[config.mk]
export PLATFORM = sky130hd
export DESIGN_NAME = irq_latch8
export DESIGN_NICKNAME = d
export VERILOG_FILES = /design/src/rtl/irq_latch8.sv
export SDC_FILE = /design/constraint.sdc
export NUM_CORES = 1
export LEC_CHECK = 0
export CORE_UTILIZATION = 50
export CTS_BUF_LIST = sky130_fd_sc_hd__clkbuf_8
export DETAILED_ROUTE_END_ITERATION = 10
export PLACE_DENSITY = 0.76
export SYNTH_ARGS = -nofsm -noshare
export SYNTH_HDL_FRONTEND = slang
export SYNTH_SLANG_ARGS = --single-unit
[constraint.sdc]
create_clock -name clk_i -period 2.1 [get_ports clk_i]
set_input_delay 0.315 -clock clk_i [delete_from_list [all_inputs] [get_ports clk_i]]
set_output_delay 0.315 -clock clk_i [all_outputs]
set_load 0.1 [all_outputs]
[src/rtl/irq_latch8.sv]
// irq_latch8 -- eight-line interrupt request latch.
//   Synchronises raw request lines, captures rising edges into a pending
//   register and hands them one at a time (lowest enabled index first) to a
//   consumer over an irq/ack handshake, with per-line masking and sticky
//   overrun flags.
// Latency: req rising before edge E0 -> pending after E2 -> irq after E3.
// Backpressure: a request is held on irq/irq_id until ack; a one-cycle gap
//   with irq low always separates consecutive requests.
// Ports:
//   clk_i, reset_n_i   clock, asynchronous active-low reset
//   req_i[7:0]         raw (possibly asynchronous) request lines
//   mask_we_i/mask_in_i  mask register write strobe / value (1 = enabled)
//   ack_i              single-cycle acknowledge of the line on irq_id_o
//   clr_ovr_i          clear all overrun flags
//   pending_o[7:0]     latched edge events, regardless of mask
//   irq_o, irq_id_o    registered request and the index being requested
//   overrun_o[7:0]     sticky: edge arrived while the line was already pending
module irq_latch8 (
  input  logic       clk_i,
  input  logic       reset_n_i,
  input  logic [7:0] req_i,
  input  logic       mask_we_i,
  input  logic [7:0] mask_in_i,
  input  logic       ack_i,
  input  logic       clr_ovr_i,
  output logic [7:0] pending_o,
  output logic       irq_o,
  output logic [2:0] irq_id_o,
  output logic [7:0] overrun_o
);

  typedef enum logic [1:0] {
    ST_IDLE   = 2'd0,
    ST_ASSERT = 2'd1,
    ST_GAP    = 2'd2
  } state_e;

  logic [7:0] s1_q, s2_q, s3_q;
  logic [1:0] warm_q, warm_d;
  logic [7:0] pending_q, pending_d;
  logic [7:0] overrun_q, overrun_d;
  logic [7:0] mask_q, mask_d;
  state_e     state_q, state_d;
  logic [2:0] id_q, id_d;
  logic       irq_q, irq_d;

  logic [7:0] edge_det;
  logic [7:0] cand;
  logic       cand_any;
  logic [2:0] cand_id;
  logic       ack_fire;
  logic       withdraw;
  logic [7:0] ack_clr;

  // Synchroniser chain plus history flop. Everything clears on reset.
  always_ff @(posedge clk_i or negedge reset_n_i) begin
    if (!reset_n_i) begin
      s1_q <= '0;
      s2_q <= '0;
      s3_q <= '0;
    end else begin
      s1_q <= req_i;
      s2_q <= s1_q;
      s3_q <= s2_q;
    end
  end

  // Warm-up: for the first three edges after reset the history flop has not
  // yet tracked a real synchronised sample, so a line already high at reset
  // release would look like a fresh edge. Edge detection stays disabled until
  // s3 holds a genuine copy of s2.
  always_comb begin
    warm_d = (warm_q == 2'd3) ? warm_q : warm_q + 2'd1;
  end

  always_comb begin
    edge_det = (warm_q == 2'd3) ? (s2_q & ~s3_q) : 8'h00;
  end

  // Candidate selection: lowest enabled pending index.
  always_comb begin
    cand     = pending_q & mask_q;
    cand_any = |cand;
    cand_id  = 3'd0;
    for (int i = 7; i >= 0; i--) begin
      if (cand[i]) cand_id = 3'(i);
    end
  end

  // Handshake events in ASSERT. Ack takes precedence over withdrawal.
  always_comb begin
    ack_fire = (state_q == ST_ASSERT) && ack_i;
    withdraw = (state_q == ST_ASSERT) && !ack_i && mask_we_i && !mask_in_i[id_q];
    ack_clr  = ack_fire ? (8'b1 << id_q) : 8'h00;
  end

  // Pending/overrun/mask next state. A new edge on the line being acked in
  // the same cycle wins: the bit stays set and this is not an overrun.
  always_comb begin
    pending_d = (pending_q & ~ack_clr) | edge_det;
    overrun_d = (clr_ovr_i ? 8'h00 : overrun_q) | (edge_det & pending_q & ~ack_clr);
    mask_d    = mask_we_i ? mask_in_i : mask_q;
  end

  // FSM: state register.
  always_ff @(posedge clk_i or negedge reset_n_i) begin
    if (!reset_n_i) begin
      state_q <= ST_IDLE;
    end else begin
      state_q <= state_d;
    end
  end

  // FSM: next-state logic. irq_id latches only on entry to ASSERT so it stays
  // stable for the whole request even if a lower index becomes pending.
  always_comb begin
    state_d = state_q;
    id_d    = id_q;
    case (state_q)
      ST_IDLE: begin
        if (cand_any) begin
          state_d = ST_ASSERT;
          id_d    = cand_id;
        end
      end
      ST_ASSERT: begin
        if (ack_fire)      state_d = ST_GAP;
        else if (withdraw) state_d = ST_IDLE;
      end
      ST_GAP:  state_d = ST_IDLE;
      default: state_d = ST_IDLE;
    endcase
  end

  // FSM: output logic. irq is computed from the next state and registered so
  // the output comes straight from a flop.
  always_comb begin
    irq_d = (state_d == ST_ASSERT);
  end

  always_ff @(posedge clk_i or negedge reset_n_i) begin
    if (!reset_n_i) begin
      warm_q    <= 2'd0;
      pending_q <= '0;
      overrun_q <= '0;
      mask_q    <= '0;
      id_q      <= '0;
      irq_q     <= 1'b0;
    end else begin
      warm_q    <= warm_d;
      pending_q <= pending_d;
      overrun_q <= overrun_d;
      mask_q    <= mask_d;
      id_q      <= id_d;
      irq_q     <= irq_d;
    end
  end

  always_comb begin
    pending_o = pending_q;
    overrun_o = overrun_q;
    irq_o     = irq_q;
    irq_id_o  = id_q;
  end

endmodule

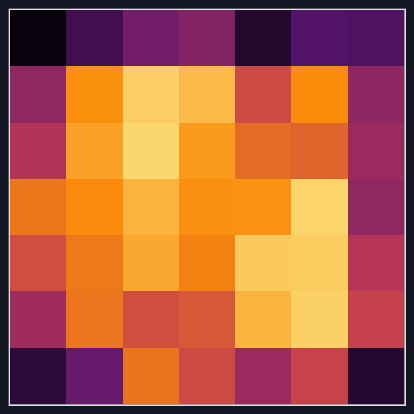
Figure 1: cell area per tile.
Drawn at 6 px/µm. The die is cut into 7 by 7 equal tiles; black is low, pale yellow is high, 0 to 100% covered.
- fullest tile: 91%
- densest ninth of the die: middle
- mean over tiles: 57%
core utilization at floorplan: 53.8%
Finished Core Util: 67.1%
CORE AREA: 3770 µm²

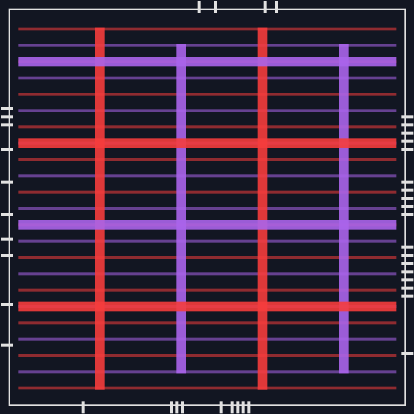
Figure 2: supply network.
Drawn at 6 px/µm. Pins as bars on the die edge.
- VSS: red
- VDD: purple
- met5 straps: 4
- signal pins: 41
- met4 straps: 4
Horiz. Die Dim: 65.7 µm
height of the die: 65.7 µm

==> results_dict.tcl <==
# yosys + openroad results
set metrics [dict create \
    finalWeightedCongestion 0.875 \
    diodes 0 \
    cellLeakagePower_uw 0.00111 \
    min_period_ns 1.81 \
    drive_gt1_share_pct 19.9 \
    crit_end "irq_id_o[0]$_DFFE_PN0P_" \
    netlist-cell-type-count 31 \
    layout.buffer.nonclock.area_share_pct 14.8 \
    grt_first_pass_wirelength_mm 6.39 \
    floorplan.nets 173 \
    status "finished, final reports clean" \
    filler_cell_count 263 \
    track_usage_pct 20.8 \
    power.share.sequential_pct 40.6 \
    io_pins 41 \
    drt.antenna.violating_nets 0 \
    totalWireLength_mm 3.79 \
    dr_total_vias 1334 \
    p_sw_uw 1660 \
    internal-power_uw 1880 \
    htreeDepth 2 \
    first_global_vias 1353 \
    drt_pre_antenna_iters 4 \
    area_growth_pct 24.6 \
    final.clkbuf_count 6 \
    timing.final.setup_violations 0 \
    cts-resized-gates 0 \
    synth-area-yosys_um2 2030 \
    synthArstFlopShare_pct 100 \
    cp-startpoint "pending_o[2]$_DFF_PN0_" \
    power_density_nw_per_um2 1400 \
    final-clk-cell-share_pct 3.56 \
    layout_top_cell "sky130_fd_sc_hd__dfrtp_1" \
    layout.cells.non_filler 244 \
    layout_worst_path_cycle_share_pct 86.1 \
    crit-reg2reg-launch "pending_o[2]$_DFF_PN0_" \
    required_ns 2.30 \
    power.share.combinational_pct 43.2 \
    crit_arrival_ns 2.01 \
    drc 0 \
    crit_fanout 5 \
    relSlewSlack_pct 62.0 \
    biggest_area_consumer_among_cell_classes "flip-flops and latches" \
    regToRegSetupSlack_ns 0.29 \
    ir_worst_vdd_uv 679 \
    grt_antenna_before_repair 0 \
    hold_class "flop to flop" \
    avgSynthCellArea_um2 13.4 \
]
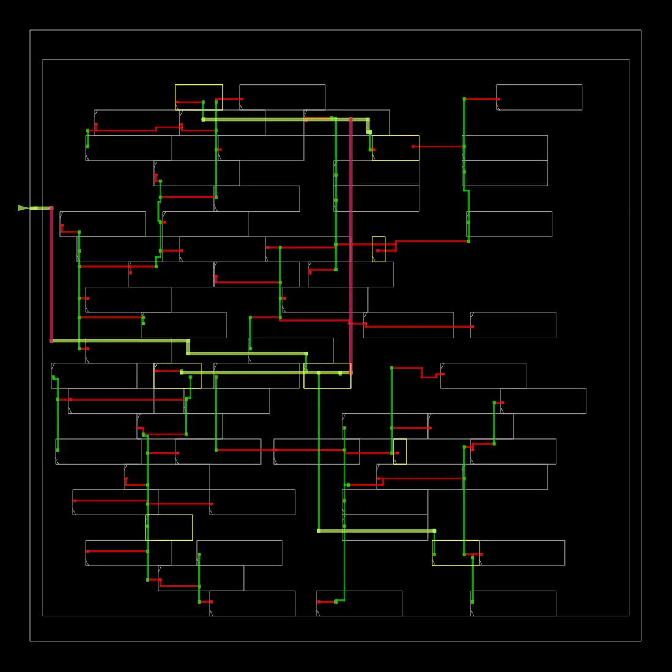
Figure 3: the clock network.
flip-flops: 56
clock sink count: 56
insertion delay of the later-clocked pin in the worst-skew pair: 0.31 ns
Post-Route Skew: 0.00835 ns

==> power by group through the flow <==
| stage | Combinational (µW) | Clock, µW | Sequential [µW] |
|---|---|---|---|
| 6_report | 1530 | 575 | 1440 |
| 5_1_grt | 1600 | 648 | 1460 |
| 4_1_cts | 1540 | 594 | 1440 |
| 3_3_place_gp | 1520 | 0 | 1450 |
| 3_5_place_dp | 1530 | 0 | 1460 |
| 2_1_floorplan | 393 | 0 | 2230 |
==> worst min-delay path by stage <==
stage                         endpoint               from  slack (ns)
2_1_floorplan  irq_id_o[0]$_DFFE_PN0P_          reset_n_i        0.02
3_3_place_gp     mask_q[6]$_DFFE_PN0P_          reset_n_i        0.33
3_5_place_dp     mask_q[6]$_DFFE_PN0P_          reset_n_i        0.34
4_1_cts              s2_q[5]$_DFF_PN0_  s1_q[5]$_DFF_PN0_        0.36
5_1_grt              s2_q[5]$_DFF_PN0_  s1_q[5]$_DFF_PN0_        0.36
6_report             s2_q[5]$_DFF_PN0_  s1_q[5]$_DFF_PN0_        0.35
==> cell usage after synthesis, types with 2 or more instances <==
master                     number
sky130_fd_sc_hd__dfrtp_1       56
sky130_fd_sc_hd__clkbuf_1       2
sky130_fd_sc_hd__nand3b_1       8
sky130_fd_sc_hd__o31ai_1        2
sky130_fd_sc_hd__nand2_1       17
sky130_fd_sc_hd__mux2_2        10
sky130_fd_sc_hd__a32o_1         2
sky130_fd_sc_hd__o21ai_0        8
sky130_fd_sc_hd__a21oi_1        2
sky130_fd_sc_hd__a22oi_1        4
sky130_fd_sc_hd__nor2_1         2
sky130_fd_sc_hd__o41ai_1        2
sky130_fd_sc_hd__inv_1         11
sky130_fd_sc_hd__o22ai_1        8
==> flip-flops by register name (all words and copies together), names as in the netlist <==
name,count
overrun_o,8
s3_q,8
state_q,2
pending_o,8
s2_q,8
irq_id_o,3
mask_q,8
warm_q,2
s1_q,8
irq_o,1
==> critical path: stages (launching register included) <==
cell and delay [ns]:
sky130_fd_sc_hd__dfrtp_1 0.45, sky130_fd_sc_hd__a22oi_1 0.31, sky130_fd_sc_hd__nand3_1 0.14, sky130_fd_sc_hd__o21ai_0 0.43, sky130_fd_sc_hd__mux2_2 0.39
==> layer usage <==
layer / vias to the layer above / global-route usage (%) / part of all wire (%)
met1: 660 / 25.4 / 41
met5: - / 0 / 0
li1: 625 / - / -
met2: 45 / 34.3 / 52
met4: 0 / 8.15 / 1.1
met3: 4 / 6.42 / 5.9
==> through the flow <==
step / setup WS [ns] / cell area, µm² / hold slack [ns] / power (µW)
global placement: 0.387 / 2430 / 0.330 / 2960
finish: 0.291 / 2530 / 0.351 / 3550
CTS: 0.313 / 2530 / 0.355 / 3570
global route: 0.215 / 2530 / 0.362 / 3710
floorplan: 0.0328 / 2030 / 0.0194 / 2620
detailed placement: 0.308 / 2430 / 0.336 / 3000
==> logic make-up (layout without fill, tap and decap cells) <==
family                     after synthesis  in the layout  share of synthesized area, %
AOI/OAI and AO/OA                       32             32                          10.8
muxes                                   12             12                          7.33
adders and majority gates                1              1                         0.616
and+or+nand+nor                         33             33                          8.44
xor gates and xnor gates                 1              1                         0.431
DFF                                     56             56                          69.0
buffers and inverters                   16             61                          3.39
No activity file was given, so power comes from the tool's default toggle rates.
